### config.mk
export PLATFORM = sky130hd
export DESIGN_NAME = cla_pipe_adder
export DESIGN_NICKNAME = d
export VERILOG_FILES = /design/src/rtl/cla_pkg.sv /design/src/rtl/cla_grp4.sv /design/src/rtl/cla_pipe_adder.sv
export SDC_FILE = /design/constraint.sdc
export NUM_CORES = 1
export LEC_CHECK = 0
export ABC_AREA = 1
export CAP_MARGIN = 15
export CORE_ASPECT_RATIO = 0.6
export CORE_MARGIN = 4
export CORE_UTILIZATION = 56
export CTS_BUF_LIST = sky130_fd_sc_hd__clkbuf_8
export DETAILED_ROUTE_END_ITERATION = 7
export PLACE_DENSITY = 0.83
export SLEW_MARGIN = 20
export SYNTH_ARGS = -nofsm -noshare
export SYNTH_HDL_FRONTEND = slang
export SYNTH_HIERARCHICAL = 1
export SYNTH_SLANG_ARGS = --single-unit
### constraint.sdc
create_clock -name clk -period 1.83 [get_ports clk]
set_input_delay 0.549 -clock clk [delete_from_list [all_inputs] [get_ports clk]]
set_output_delay 0.549 -clock clk [all_outputs]
set_load 0.005 [all_outputs]
### src/rtl/cla_pkg.sv
// Shared constants, types and the 4-bit carry-lookahead function for the pipelined CLA adder.
package cla_pkg;

    localparam int unsigned GRP_W     = 4;
    localparam int unsigned MAX_WIDTH = 64;

    typedef struct packed {
        logic g;
        logic p;
    } grp_gp_t;

    typedef struct packed {
        logic [3:0] carries;
        grp_gp_t    gp;
    } cla4_t;

    // carries[i] is the carry into bit i of the group; carries[0] is ci.
    function automatic cla4_t cla4(input logic [3:0] g, input logic [3:0] p, input logic ci);
        cla4_t r;
        r.carries[0] = ci;
        r.carries[1] = g[0] | (p[0] & ci);
        r.carries[2] = g[1] | (p[1] & g[0]) | (p[1] & p[0] & ci);
        r.carries[3] = g[2] | (p[2] & g[1]) | (p[2] & p[1] & g[0]) | (p[2] & p[1] & p[0] & ci);
        r.gp.g       = g[3] | (p[3] & g[2]) | (p[3] & p[2] & g[1]) | (p[3] & p[2] & p[1] & g[0]);
        r.gp.p       = &p;
        return r;
    endfunction

endpackage

### src/rtl/cla_grp4.sv
// Combinational 4-bit carry-lookahead group: intra-group carries plus group generate/propagate.
module cla_grp4
    import cla_pkg::*;
(
    input  logic [3:0] g,
    input  logic [3:0] p,
    input  logic       ci,
    output logic [3:0] carries,
    output logic       G,
    output logic       P
);

    cla4_t res;

    always_comb begin
        res     = cla4(g, p, ci);
        carries = res.carries;
        G       = res.gp.g;
        P       = res.gp.p;
    end

endmodule

### src/rtl/cla_pipe_adder.sv
// Two-stage pipelined carry-lookahead adder/subtractor with valid/ready handshake.
// Optional signed-overflow output enabled by defining CLA_OVF_FLAG_EN.
module cla_pipe_adder
    import cla_pkg::*;
#(
    parameter int unsigned WIDTH = 16
) (
    input  logic             clk,
    input  logic             rst_n,
    input  logic             in_valid,
    output logic             in_ready,
    input  logic [WIDTH-1:0] a,
    input  logic [WIDTH-1:0] b,
    input  logic             c_in,
    input  logic             sub,
    output logic             out_valid,
    input  logic             out_ready,
    output logic [WIDTH-1:0] sum,
    output logic             c_out,
    output logic             grp_g,
    output logic             grp_p
`ifdef CLA_OVF_FLAG_EN
    ,
    output logic             ovf
`endif
);

    localparam int unsigned NGRP = WIDTH / GRP_W;

    if (((WIDTH % GRP_W) != 0) || (WIDTH > MAX_WIDTH) || (WIDTH < GRP_W)) begin : g_bad_width
        $error("cla_pipe_adder: WIDTH must be a multiple of 4 in the range 4..64");
    end

    // Second-level lookahead over the group G/P vector, seeded with c0.
    function automatic logic [NGRP:0] grp_chain(input logic [NGRP-1:0] gg,
                                                input logic [NGRP-1:0] gp,
                                                input logic            c0);
        logic [NGRP:0] k;
        k[0] = c0;
        for (int unsigned j = 0; j < NGRP; j++) begin
            k[j+1] = gg[j] | (gp[j] & k[j]);
        end
        return k;
    endfunction

    logic             s1_valid, s2_valid;
    logic             s1_load, s2_load;
    logic [WIDTH-1:0] b_eff, bit_g, bit_p;
    logic [NGRP-1:0]  grp_g_c, grp_p_c;
    logic [WIDTH-1:0] s1_c_unused;

    logic [WIDTH-1:0] s1_g, s1_p;
    logic [NGRP-1:0]  s1_grp_g, s1_grp_p;
    logic             s1_ci;

    logic [NGRP:0]    k;
    logic [NGRP:0]    blk_k;
    logic [WIDTH-1:0] carry;
    logic [NGRP-1:0]  s2_g_unused, s2_p_unused;

    assign s2_load   = !s2_valid | out_ready;
    assign s1_load   = !s1_valid | s2_load;
    assign in_ready  = s1_load;
    assign out_valid = s2_valid;

    assign b_eff = sub ? ~b : b;
    assign bit_g = a & b_eff;
    assign bit_p = a ^ b_eff;

    for (genvar j = 0; j < NGRP; j++) begin : g_grp
        cla_grp4 u_s1 (
            .g       (bit_g[j*GRP_W +: GRP_W]),
            .p       (bit_p[j*GRP_W +: GRP_W]),
            .ci      (1'b0),
            .carries (s1_c_unused[j*GRP_W +: GRP_W]),
            .G       (grp_g_c[j]),
            .P       (grp_p_c[j])
        );

        cla_grp4 u_s2 (
            .g       (s1_g[j*GRP_W +: GRP_W]),
            .p       (s1_p[j*GRP_W +: GRP_W]),
            .ci      (k[j]),
            .carries (carry[j*GRP_W +: GRP_W]),
            .G       (s2_g_unused[j]),
            .P       (s2_p_unused[j])
        );
    end

    // blk_k excludes ci so grp_g reflects the operands alone.
    assign k     = grp_chain(s1_grp_g, s1_grp_p, s1_ci);
    assign blk_k = grp_chain(s1_grp_g, s1_grp_p, 1'b0);

    always_ff @(posedge clk or negedge rst_n) begin
        if (!rst_n) begin
            s1_valid <= 1'b0;
            s1_g     <= '0;
            s1_p     <= '0;
            s1_grp_g <= '0;
            s1_grp_p <= '0;
            s1_ci    <= 1'b0;
        end else if (s1_load) begin
            s1_valid <= in_valid;
            if (in_valid) begin
                s1_g     <= bit_g;
                s1_p     <= bit_p;
                s1_grp_g <= grp_g_c;
                s1_grp_p <= grp_p_c;
                s1_ci    <= sub | c_in;
            end
        end
    end

    always_ff @(posedge clk or negedge rst_n) begin
        if (!rst_n) begin
            s2_valid <= 1'b0;
            sum      <= '0;
            c_out    <= 1'b0;
            grp_g    <= 1'b0;
            grp_p    <= 1'b0;
`ifdef CLA_OVF_FLAG_EN
            ovf      <= 1'b0;
`endif
        end else if (s2_load) begin
            s2_valid <= s1_valid;
            if (s1_valid) begin
                sum   <= s1_p ^ carry;
                c_out <= k[NGRP];
                grp_g <= blk_k[NGRP];
                grp_p <= &s1_grp_p;
`ifdef CLA_OVF_FLAG_EN
                ovf   <= carry[WIDTH-1] ^ k[NGRP];
`endif
            end
        end
    end

endmodule

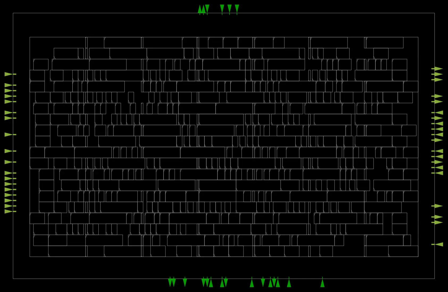
*Cell outlines without signal wires*
Seq area share: 35.1%
Fill cells: 364
Row Count: 20

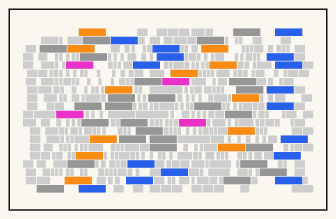
*Register map, names as in the netlist*
Other sequential cells in the stronger gray, the rest of the logic in the fainter gray.
orange -> s1_g  # sequential cells 12
magenta -> s1_grp_g  # sequential cells 4
blue -> sum  # sequential cells 16
not colored = 26

==> ci_impl_report.md <==
## PnR job results

| Metric | Value |
|---|---|
| CTS tree | done |
| Die Span Y | 65.8 µm |
| Logic share of the area | around a third |
| Delay of the slowest critical-path stage | about 0.53 ns |
| R2R depth | 12 |
| Number of remaining DRC errors | 0 |
| First-pass GRT wire length | 11,100 µm |
| Cells after DPL | 502 |
| Lkg Pwr | 2.13 nW |
| Grt met3 use | 6.34% |
| Routed wl met2 | 3170 µm |
| Setup TNS Final | 0 ns |
| Post_cts resized | 5 |
| Slew Viols, Final | 0 |
| Worst r2r dst | sum[15] |
| CP startpoint kind | flip-flop |
| Final std cell area, no fill | 4140 µm² |
| DP Area | around 3800 µm² |
| Initial antenna violation count | 0 |
| Synthesized area | slightly above 3000 µm² |
| Status | complete, no violations |
| Setup Crit Path Kind | reg -> out |
| Busiest layer in global routing | met2 |
| PwrDens | 1160 nW/µm² |
| Internal power | about 0.0034 W |
| Antenna diode count | 0 |
| Met1 GRT Util | 27.1% |
| FF/Latch Area | 1450 µm² |
| Nets@finish | 508 |
| Post-CTS Hold Buffers | 0 |
| Mean routed wirelength per cell | 13.0 µm |
| Buf/Inv on CP | 1 |
| Flop pwr share | between 30% and 40% |
| Core Util, Final | 79.2% |
| DP HPWL | approximately 4600 µm |
| Worst path top cell family by delay | buffers and inverters |
| Largest net degree at the start of global routing | around 59 |
| Post-Synthesis Cells | 382 |
| GPL Wtd Cong | 0.774 |
| Max VDD drop | 0.487 mV |
| Non-clk buf share | 19.2% |
| Max layer used | met4 |
| RR Startpoint | s1_ci |
| Clock buf count | 11 |
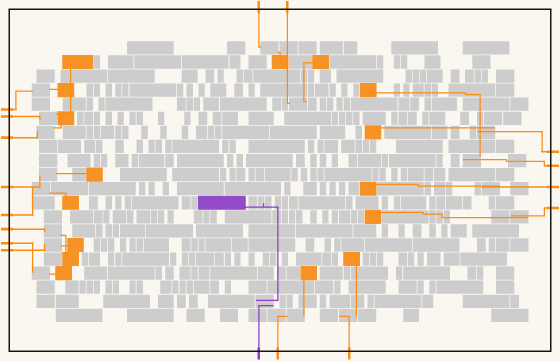
*Wires at chosen ports, followed through buffers*
purple -> grp_g  # bits 1, direction output, end cells 1, buffers 1, wire 40.4 µm
orange -> b  # bits 16, direction input, end cells 16, buffers 16, wire 347 µm

Power and IR drop assume default switching activity.
